**Run 1: port wiring**

Drawn at 4 px/um.
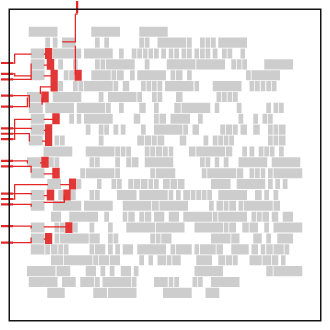
**Run 1: wiring by layer**

Drawn at 6 px/um. Two of the layers only.
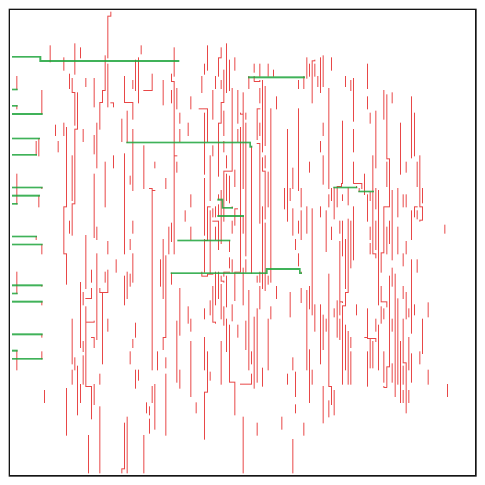
**Run 1: cells by drive strength**

Drawn at 6 px/um.
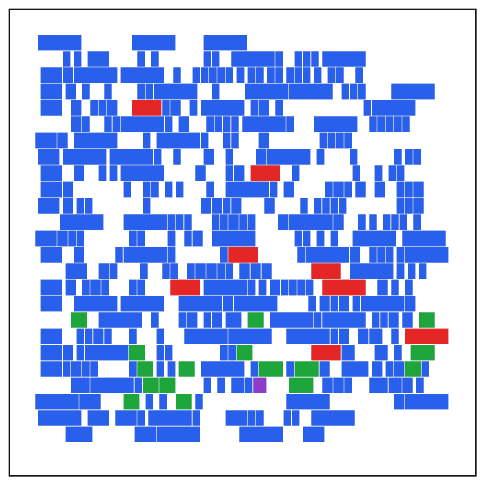
**Run 1: I/O pins on the die edge**

Drawn at 6 px/um. Pins as bars across the die edge, other pins in grey.
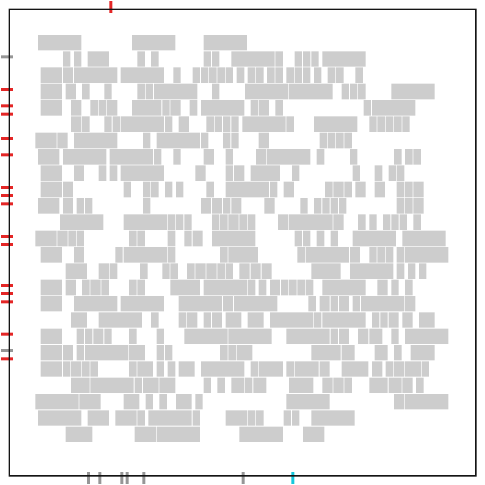
--- src/rtl/i2s_tdm_tx.sv ---
// i2s_tdm_tx: serial audio transmitter for I2S, left-justified and TDM (DSP mode A).
// The serial bit clock and word select are external and asynchronous; both are
// resynchronised into clk and every action happens on a detected sck falling edge.
// Optional feature: define I2S_TDM_TX_UNDERFLOW_CNT_EN to add the underflow_cnt output.
module i2s_tdm_tx #(
   parameter int AUDIO_DW = 8,
   parameter int NUM_CH   = 2,
   parameter int MODE     = 0
) (
   input  logic                       clk,
   input  logic                       rst,
   input  logic                       sck_i,
   input  logic                       ws_i,
   input  logic [NUM_CH*AUDIO_DW-1:0] s_data,
   input  logic                       s_valid,
   output logic                       s_ready,
   output logic                       sd_o,
   output logic                       frame_start,
   output logic                       underflow
`ifdef I2S_TDM_TX_UNDERFLOW_CNT_EN
   ,
   output logic [7:0]                 underflow_cnt
`endif
);

   localparam int FW  = NUM_CH * AUDIO_DW;
   // A "run" is the stretch of bits sent after one boundary: one channel for
   // I2S / left-justified, the whole back-to-back slot train for TDM.
   localparam int RUN = (MODE == 2) ? FW : AUDIO_DW;
   localparam int BW  = $clog2(FW + 1);
   localparam logic [BW-1:0] RUN_LEN = BW'(RUN);
   localparam logic [BW-1:0] ONE     = BW'(1);

   logic          sck_meta_reg, sck_sync_reg, sck_dly_reg;
   logic          ws_meta_reg, ws_sync_reg;
   logic          ws_prev_reg;
   logic          framed_reg;
   logic          hold_full_reg;
   logic [FW-1:0] hold_data_reg;
   logic [FW-1:0] frame_reg;
   logic [FW-1:0] shift_reg;
   logic [BW-1:0] bits_left_reg;
   logic [FW-1:0] load_data;
   logic [FW-1:0] run_data;
   logic          fall_evt;
   logic          frame_bnd;
   logic          ch1_bnd;

   // Two-flop synchronisers for sck and ws, plus one extra sck stage for edge detection.
   always_ff @(posedge clk) begin
      if (rst) begin
         sck_meta_reg <= 1'b0;
         sck_sync_reg <= 1'b0;
         sck_dly_reg  <= 1'b0;
         ws_meta_reg  <= 1'b0;
         ws_sync_reg  <= 1'b0;
      end else begin
         sck_meta_reg <= sck_i;
         sck_sync_reg <= sck_meta_reg;
         sck_dly_reg  <= sck_sync_reg;
         ws_meta_reg  <= ws_i;
         ws_sync_reg  <= ws_meta_reg;
      end
   end

   assign fall_evt = sck_dly_reg & ~sck_sync_reg;

   // Classify a ws change seen at a fall event; channel-1 boundaries are ignored
   // until a frame start has been seen so no half frame leaks out after reset.
   always_comb begin
      frame_bnd = 1'b0;
      ch1_bnd   = 1'b0;
      if (fall_evt && (ws_sync_reg != ws_prev_reg)) begin
         if (MODE == 0) begin
            frame_bnd = ~ws_sync_reg;
            ch1_bnd   = ws_sync_reg & framed_reg;
         end else if (MODE == 1) begin
            frame_bnd = ws_sync_reg;
            ch1_bnd   = ~ws_sync_reg & framed_reg;
         end else begin
            frame_bnd = ws_sync_reg;
         end
      end
   end

   // An empty holding register at a frame start sends silence.
   assign load_data = hold_full_reg ? hold_data_reg : '0;
   // Channel 1 is realigned from the stored frame so a truncated channel 0 cannot skew it.
   assign run_data  = frame_bnd ? load_data : (frame_reg << AUDIO_DW);

   // One-entry holding register; a transfer in the same clk as a load refills it.
   always_ff @(posedge clk) begin
      if (rst) begin
         hold_full_reg <= 1'b0;
         hold_data_reg <= '0;
      end else begin
         if (s_valid && !hold_full_reg) begin
            hold_data_reg <= s_data;
            hold_full_reg <= 1'b1;
         end else if (frame_bnd) begin
            hold_full_reg <= 1'b0;
         end
      end
   end

   assign s_ready = ~hold_full_reg;

   // Serializer: one bit per fall event, MSB first, realigned at every boundary.
   always_ff @(posedge clk) begin
      if (rst) begin
         shift_reg     <= '0;
         frame_reg     <= '0;
         bits_left_reg <= '0;
         ws_prev_reg   <= 1'b0;
         framed_reg    <= 1'b0;
         sd_o          <= 1'b0;
         frame_start   <= 1'b0;
      end else begin
         frame_start <= frame_bnd;
         if (fall_evt) begin
            ws_prev_reg <= ws_sync_reg;
            if (frame_bnd || ch1_bnd) begin
               if (frame_bnd) begin
                  frame_reg  <= load_data;
                  framed_reg <= 1'b1;
               end
               if (MODE == 1) begin
                  // Left-justified: the MSB goes out on the boundary itself.
                  sd_o          <= run_data[FW-1];
                  shift_reg     <= run_data << 1;
                  bits_left_reg <= RUN_LEN - ONE;
               end else begin
                  // One-bit delay: the boundary slot still carries the tail of the
                  // previous run (if any); the new MSB follows on the next fall.
                  sd_o          <= (bits_left_reg != '0) & shift_reg[FW-1];
                  shift_reg     <= run_data;
                  bits_left_reg <= RUN_LEN;
               end
            end else if (bits_left_reg != '0) begin
               sd_o          <= shift_reg[FW-1];
               shift_reg     <= shift_reg << 1;
               bits_left_reg <= bits_left_reg - ONE;
            end else begin
               sd_o <= 1'b0;
            end
         end
      end
   end

   // Sticky underflow: a frame start found nothing to send.
   always_ff @(posedge clk) begin
      if (rst) begin
         underflow <= 1'b0;
      end else if (frame_bnd && !hold_full_reg) begin
         underflow <= 1'b1;
      end
   end

`ifdef I2S_TDM_TX_UNDERFLOW_CNT_EN
   // Saturating count of underflow events.
   always_ff @(posedge clk) begin
      if (rst) begin
         underflow_cnt <= 8'd0;
      end else if (frame_bnd && !hold_full_reg && (underflow_cnt != 8'hFF)) begin
         underflow_cnt <= underflow_cnt + 8'd1;
      end
   end
`endif

endmodule

--- config.mk ---
export PLATFORM = sky130hd
export DESIGN_NAME = i2s_tdm_tx
export DESIGN_NICKNAME = d
export VERILOG_FILES = /design/src/rtl/i2s_tdm_tx.sv
export SDC_FILE = /design/constraint.sdc
export NUM_CORES = 1
export LEC_CHECK = 0
export ABC_AREA = 1
export ABC_CLOCK_PERIOD_IN_PS = 1700
export CORE_MARGIN = 4
export CORE_UTILIZATION = 50
export DETAILED_ROUTE_END_ITERATION = 8
export GPL_ROUTABILITY_DRIVEN = 0
export PLACE_DENSITY_LB_ADDON = 0.05
export SLEW_MARGIN = 20
export SYNTH_ARGS = -nofsm -noshare
export SYNTH_HDL_FRONTEND = slang
export SYNTH_SLANG_ARGS = --single-unit
--- constraint.sdc ---
create_clock -name clk -period 1.7 [get_ports clk]
set_clock_uncertainty 0.05 [all_clocks]
set_input_delay 0.255 -clock clk [delete_from_list [all_inputs] [get_ports clk]]
set_output_delay 0.255 -clock clk [all_outputs]
set_load 0.02 [all_outputs]
==> impl_metrics.yaml, run 1 <==
# physical design summary
status:
  status: "complete, no violations"
min_path:
  worst_hold_path_type: "reg2reg"
  hold_path_depth: 2
die:
  fp_util: 0.5149
  row_count: 25
  core-area_um2: 4692
power:
  leakage_nw: 1.288
  total_power_mw: 2.285
  share_seq_of_total_power: 0.601
  powerDensity_nw_per_um2: 802.6
  powerSeq_mw: 1.37
route:
  drt-pass1-iter-count: 5
  drtIter0Drc: 75
  drt_drc_violations_left: 0
  vias: 2072
layout:
  fin_cells: 435
  fill_cells: 445
  mi_logic_area_um2: 1061
sta:
  maxSlewHeadroom: 0.6902
  hold_viol: 0
  setup_slack_ns: 0.1324
  hold_slack_ns: 0.3500
  worst_pin_slew_ns: 0.4642
  min_period_ns: 1.568
  finalCritPeriodShare: 0.9221
  clock.fmax_mhz: 637.9
cts:
  cts_buffers: 5
  clock.latency.late_pin_ns: 0.30
  hold_buffers: 0
  cts_htree_levels: 2
  cts_setup_buffers: 0
  cts_root_buf: "clkbuf_8"
  clk_pin_slew_ns: 0.09
  cts_tree: "built"
synth:
  synth.distinct_cells: 21
  yosysWarnings: 0
critical_path:
  critPathMaxFanout: 27
  worst-setup-path-type: "reg2reg"
  cp-start-kind: "flip-flop"
  crit_arrival_ns: 1.74
  critPathLaunch: "bits_left_reg[0]"
  worst_setup_path_end_kind: "flip-flop"
  worstSetupEndpoint: "bits_left_reg[2]"
run:
  maxCapViolations: 0
  warning_count: 26
placement:
  place_hpwl_um: 3429
global_route:
  overflow: 0
-- 'port wiring' (at the start) --
red -> s_data  # bits 16, direction input, end cells 16, buffers 16, wire 151 um

-- 'wiring by layer' (at the start) --
green -> M3  # wire length 158 um
red -> M2  # wire length 2090 um

-- 'cells by drive strength' (at the start) --
purple -> x2  # cells 1, share 0.26%
green -> x3 and x4  # cells 16, share 4.2%
red -> x6 and larger  # cells 8, share 2.1%
blue -> x1 and smaller  # cells 356, share 93%

-- 'I/O pins on the die edge' (at the start) --
cyan -> sd_o  # pins 1, direction output, edge bottom
red -> s_data  # pins 16, direction input, edge 15 left, 1 top
all pins by edge = 17 left, 7 bottom, 1 top
die height: 77.52 um
Die Wd: 77.52 um
IO Port Bufs: 24

## run 1: routing by layer
layer  GRT usage  up-vias  part of all wire
li1            -     1143                 -
met5           0        -                 0
met2      0.2763       32              0.45
met4     0.04804        0            0.0062
met3     0.04176        2             0.034
met1      0.2085      895              0.51
## run 1: area by class of cell
class / count / share of cell area
flip-flops and latches: 56 / 0.3938
multi-input cells: 239 / 0.3727
repair buffers: 37 / 0.1240
inverters: 41 / 0.05407
clock buffers: 8 / 0.03165
well taps: 54 / 0.02374
## run 1: cells in the mapped netlist
master / count / share of area
a22o_1: 1 / 0.0036
xor2_1: 1 / 0.0036
nor3_1: 1 / 0.0021
inv_1: 41 / 0.064
a21oi_1: 24 / 0.050
nand3_1: 20 / 0.041
a211oi_1: 1 / 0.0031
dfxtp_1: 56 / 0.46
nor2_1: 74 / 0.11
o21ai_1: 1 / 0.0021
buf_4: 4 / 0.012
o21ai_0: 18 / 0.037
clkbuf_1: 6 / 0.0093
buf_2: 5 / 0.010
nand4_1: 5 / 0.013
buf_6: 1 / 0.0047
nand2_1: 86 / 0.13
nand2_2: 1 / 0.0026
ha_1: 1 / 0.0052
nand2_4: 3 / 0.014
nor2_4: 2 / 0.0093
## run 1: critical path, cell delays in order (launching register included)
cell	delay, ns
dfxtp_1	0.32
inv_1	0.11
ha_1	0.21
nand3_1	0.11
nor2_1	0.18
nand2_4	0.09
nand2_8	0.16
nand2_1	0.08
a21oi_1	0.17
## run 1: logic make-up after synthesis
kind of cell	synth area share
DFF	0.4640
buffers and inverters	0.1005
AOI/OAI and AO/OA	0.09581
xor gates and xnor gates	0.003626
and+or+nand+nor	0.3309
adders and majority gates	0.005178
## run 1: repair_timing
item	in CTS	in global routing
resized	0	2
endpoints found under the hold margin	0	0
endpoints found under the setup margin	0	11
## Run 2: what changed since run 1
- DONT_BUFFER_PORTS: unset -> 1
**Run 2: wiring by layer**

Drawn at 6 px/um. Two of the layers only.
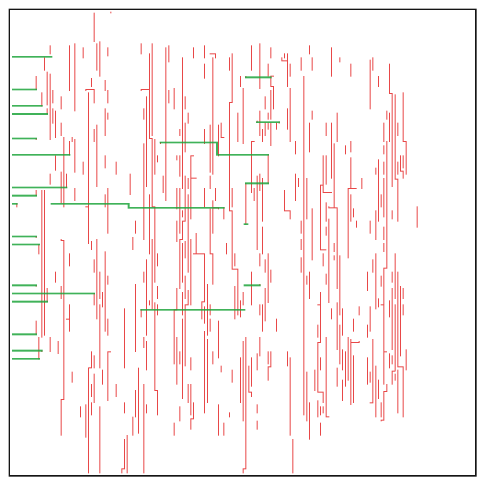
red -> M2  # wire length 2040 um
green -> M3  # wire length 173 um
Routed WL: 4750 um
WL per Instance: 11.59 um

==> run 2 against run 1 <==
Effect of this change:
- total power is 3.5% lower
- combinational power shrank 24%
- highest routed layer unchanged
- die size is the same
- synthesized area unchanged
==> impl_metrics.yaml, run 2 <==
# physical design summary
min_path:
  worst_hold_path_type: "in2reg"
route:
  drt-pass1-iter-count: 4
  drt_drc_violations_left: 0
  ant_nets: 0
  via_per_inst: 4.837
  vias: 1983
  drtIter0Drc: 100
layout:
  lay_top_cells: "nand2_1, nor2_1, dfxtp_1"
  fin_cells: 410
  fill_cells: 500
  area_delta_synth_final_pct: 7.561
  nNetsFinal: 378
  layout_top_cell: "nand2_1"
  n_antenna_cell: 0
cts:
  cts_root_buf: "clkbuf_8"
  cts_buffers: 5
  clk_pin_slew_ns: 0.09
  clock_path_buffers: 2
  clock.latency.late_pin_ns: 0.30
  cts_setup_buffers: 0
  hold_buffers: 3
  cts.repair.resized: 0
  cts_tree: "built"
  cts_sinks: 56
  cts_htree_levels: 2
synth:
  syn_inst: 352
  seq_area_frac_synth: 0.4640
  synth-async-reset-ratio: 0
  synth-area-yosys_um2: 2416
  synth.distinct_cells: 21
  synth_nets: 374
  ys.flop_type: "dfxtp_1"
  yosys-top-cells-count: "nand2_1, nor2_1, dfxtp_1"
  synth.most_common_cell: "nand2_1"
  largest_area_cell: "dfxtp_1"
  yosysWarnings: 0
  syn_area_um2: 2416
  synth-edff-count: 0
  syn_avg_cell_area_um2: 6.864
  topCellsByArea: "dfxtp_1, nand2_1, nor2_1"
  synth_top_area_share: 0.4640
status:
  status: "complete, no violations"
global_route:
  antenna_found_initial: 0
  grtUsageTotal: 0.1697
  grt_start_max_net_pins: 28
  overflow: 0
  grt_pass1_wl_um: 8245
power:
  share_seq_of_total_power: 0.623
  powerSeq_mw: 1.37
  leakage_nw: 1.183
  power.switching_mw: 0.5211
  pwr-share-clk: 0.313
  p_comb_mw: 0.141
  power_leader: "sequential cells"
  powerDensity_nw_per_um2: 848.3
  power_clock_mw: 0.689
  combPwrFrac: 0.064
  total_power_mw: 2.205
die:
  core-area_um2: 4692
  fp.dieW_um: 77.52
  die_h_um: 77.52
  io_pins: 25
  die-area_um2: 6009
  fp_util: 0.5149
  row_count: 25
critical_path:
  critPathMaxFanout: 10
  cp.required_ns: 1.85
  crit_arrival_ns: 1.71
  cp-start-kind: "flip-flop"
  worst_setup_path_end_kind: "flip-flop"
  worst-setup-path-type: "reg2reg"
placement:
  io_buffers: 0
  pre_cts_ws_ns: 0.1299
  dp_cells: 400
  place_hpwl_um: 3332
run:
  maxCapViolations: 0
  warning_count: 26
sta:
  min_period_ns: 1.555
  clock.fmax_mhz: 643.1
  setup_slack_ns: 0.1449
  rsz0062_at_grt: "false"
  maxSlewHeadroom: 0.4618
  finalSetupTns_ns: 0
  hold_viol: 0
  worst_pin_slew_ns: 0.8047
  finalCritPeriodShare: 0.9147
## run 2: worst max-delay path, stage by stage (launching register included)
cell     delay, ns
dfxtp_1       0.32
inv_1         0.11
ha_1          0.22
nand3_1       0.11
nor2_1        0.18
nand2_4       0.10
buf_4         0.18
a21oi_1       0.14
nor2_1        0.06
## run 2: final cells by class
type | instances | area [um^2] | share of cell area
flip-flops and latches | 56 | 1121 | 0.4314
clock inverters | 1 | 5.005 | 0.001926
repair buffers | 13 | 117.6 | 0.04526
clock buffers | 6 | 72.57 | 0.02792
inverters | 41 | 153.9 | 0.05922
multi-input cells | 239 | 1061 | 0.4083
well taps | 54 | 67.56 | 0.02600
## run 2: final timing paths
path	endpoint	from	slack (ns)	cells after the start
max	bits_left_reg[1]	bits_left_reg[0]	0.14	8
min	hold_data_reg[10]	s_data[10]	0.07	2
max reg2reg	bits_left_reg[1]	bits_left_reg[0]	0.14	8
min reg2reg	ws_sync_reg	ws_meta_reg	0.36	2
## run 2: stage by stage
step	cell area [um^2]	hold WS (ns)	util
floorplan	2416	0.2891	-
global placement	2482	0.2766	0.5291
detailed placement	2482	0.2790	0.5291
CTS	2590	0.06142	0.5520
global route	2599	0.04901	0.5539
finish	2599	0.06860	0.5539
## run 2: metal layers
metal | share of wire | track usage | wire length, um | vias up
li1 | - | - | - | 1090
met1 | 0.53 | 0.2316 | 2499 | 860
met2 | 0.43 | 0.2660 | 2038 | 28
met3 | 0.036 | 0.04292 | 173 | 5
met4 | 0.0080 | 0.04804 | 38 | 0
met5 | 0 | 0 | 0 | -
## run 2: cell families after synthesis
kind of cell	after synthesis	synth area share
simple gates	192	0.3309
buf+inv	57	0.1005
flops	56	0.4640
compound gates	45	0.09581
xor+xnor	1	0.003626
fa+ha+maj	1	0.005178
## Run 3: what changed since run 2
- CTS_CLUSTER_DIAMETER: unset -> 50
**Run 3: I/O pins on the die edge**

Drawn at 6 px/um. Pins as bars across the die edge, other pins in grey.
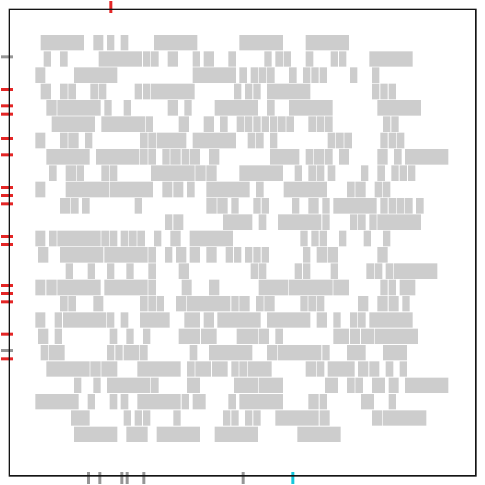
red -> s_data  # pins 16, direction input, edge 15 left, 1 top
cyan -> sd_o  # pins 1, direction output, edge bottom
all pins by edge = 17 left, 7 bottom, 1 top

==> run 3 against run 2 <==
Effect of this change:
- core utilization stayed put
- worst hold slack stayed put
- maximum frequency stayed put
- synthesized cell count stayed put
- synthesized area stayed put
- via count stayed put
- largest cell class unchanged
- highest routed layer unchanged
==> impl_metrics.yaml, run 3 <==
# physical design summary
die:
  fp.dieW_um: 77.52
  io_pins: 25
  fp_util: 0.5149
  core-area_um2: 4692
  row_count: 25
  die_h_um: 77.52
cts:
  clk_pin_slew_ns: 0.09
  cts_htree_levels: 2
min_path:
  worstHoldStart: "s_data[10]"
  hold_path_depth: 2
  worst_hold_path_type: "in2reg"
critical_path:
  r2r-end: "bits_left_reg[1]"
  crit_chain: "inv_1 > ha_1 > nand3_1 > nor2_1 > nand2_4 > buf_4 > a21oi_1 > nor2_1"
  cp_common_cell: "nor2_1"
  critPathMaxFanout: 10
  worst-setup-path-type: "reg2reg"
  ff2ff_path_depth: 8
synth:
  syn_inst: 352
  topCellsByArea: "dfxtp_1, nand2_1, nor2_1"
  synth.most_common_cell: "nand2_1"
  synth-area-yosys_um2: 2416
  synth_top_area_share: 0.4640
  synth-async-reset-ratio: 0
power:
  powerDensity_nw_per_um2: 848.3
  total_power_mw: 2.205
global_route:
  grtUsageTotal: 0.1697
  grt_pass1_wl_um: 8245
route:
  wire_per_inst_um: 11.59
  drt_drc_violations_left: 0
  wirelength_um: 4750
placement:
  place_hpwl_um: 3332
  pre_cts_ws_ns: 0.1299
  dp_cells: 400
  placed_area_um2: 2482
status:
  status: "complete, no violations"
sta:
  maxSlewHeadroom: 0.4618
  worst_pin_slew_ns: 0.8047
  clock.fmax_mhz: 643.1
  hold_viol: 0
run:
  maxCapViolations: 0
layout:
  area_delta_synth_final_pct: 7.561
[run 3: repair_timing]
action,in CTS,in global routing
hold buffers,3,0
resized,0,1
hold endpoints to repair,21,0
buffers inserted,0,0
endpoints found under the setup margin,0,3
[run 3: report_power, final]
part           total (mW)  internal, mW  switching, mW  leakage (nW)
clock network       0.689         0.282          0.407        0.0410
logic               0.141        0.0494         0.0915         0.686
registers            1.37          1.35         0.0222         0.456
[run 3: final cells by class]
cell class              count  area (um^2)
well taps                  54        67.56
flip-flops and latches     56         1121
multi-input cells         239         1061
inverters                  41        153.9
repair buffers             13        117.6
clock inverters             1        5.005
clock buffers               6        72.57
fillers                   500         2093
[run 3: cells by family (layout without fill, tap and decap cells)]
kind of cell             count (synthesis)  in the layout  synth area share
adder cells (fa/ha/maj)                  1              1          0.005178
XOR/XNOR                                 1              1          0.003626
buffers and inverters                   57             61            0.1005
AND/OR/NAND/NOR                        192            192            0.3309
flip-flops                              56             56            0.4640
AND-OR/OR-AND                           45             45           0.09581
[run 3: worst max path at each step]
| stage | startpoint | endpoint | slack [ns] | cells after the start |
|---|---|---|---|---|
| floorplan | bits_left_reg[0] | bits_left_reg[0] | 0.28 | 9 |
| global placement | bits_left_reg[0] | shift_reg[10] | 0.18 | 9 |
| detailed placement | bits_left_reg[0] | shift_reg[1] | 0.13 | 9 |
| CTS | bits_left_reg[0] | bits_left_reg[3] | 0.12 | 8 |
| global route | bits_left_reg[0] | bits_left_reg[3] | 0.05 | 8 |
| finish | bits_left_reg[0] | bits_left_reg[1] | 0.14 | 8 |
[run 3: routing by layer]
metal	global-route usage	wire length, um	up-vias
met5	0	0	-
met3	0.04292	173	5
met4	0.04804	38	0
met1	0.2316	2499	860
li1	-	-	1090
met2	0.2660	2038	28
Power and IR drop assume default switching activity.
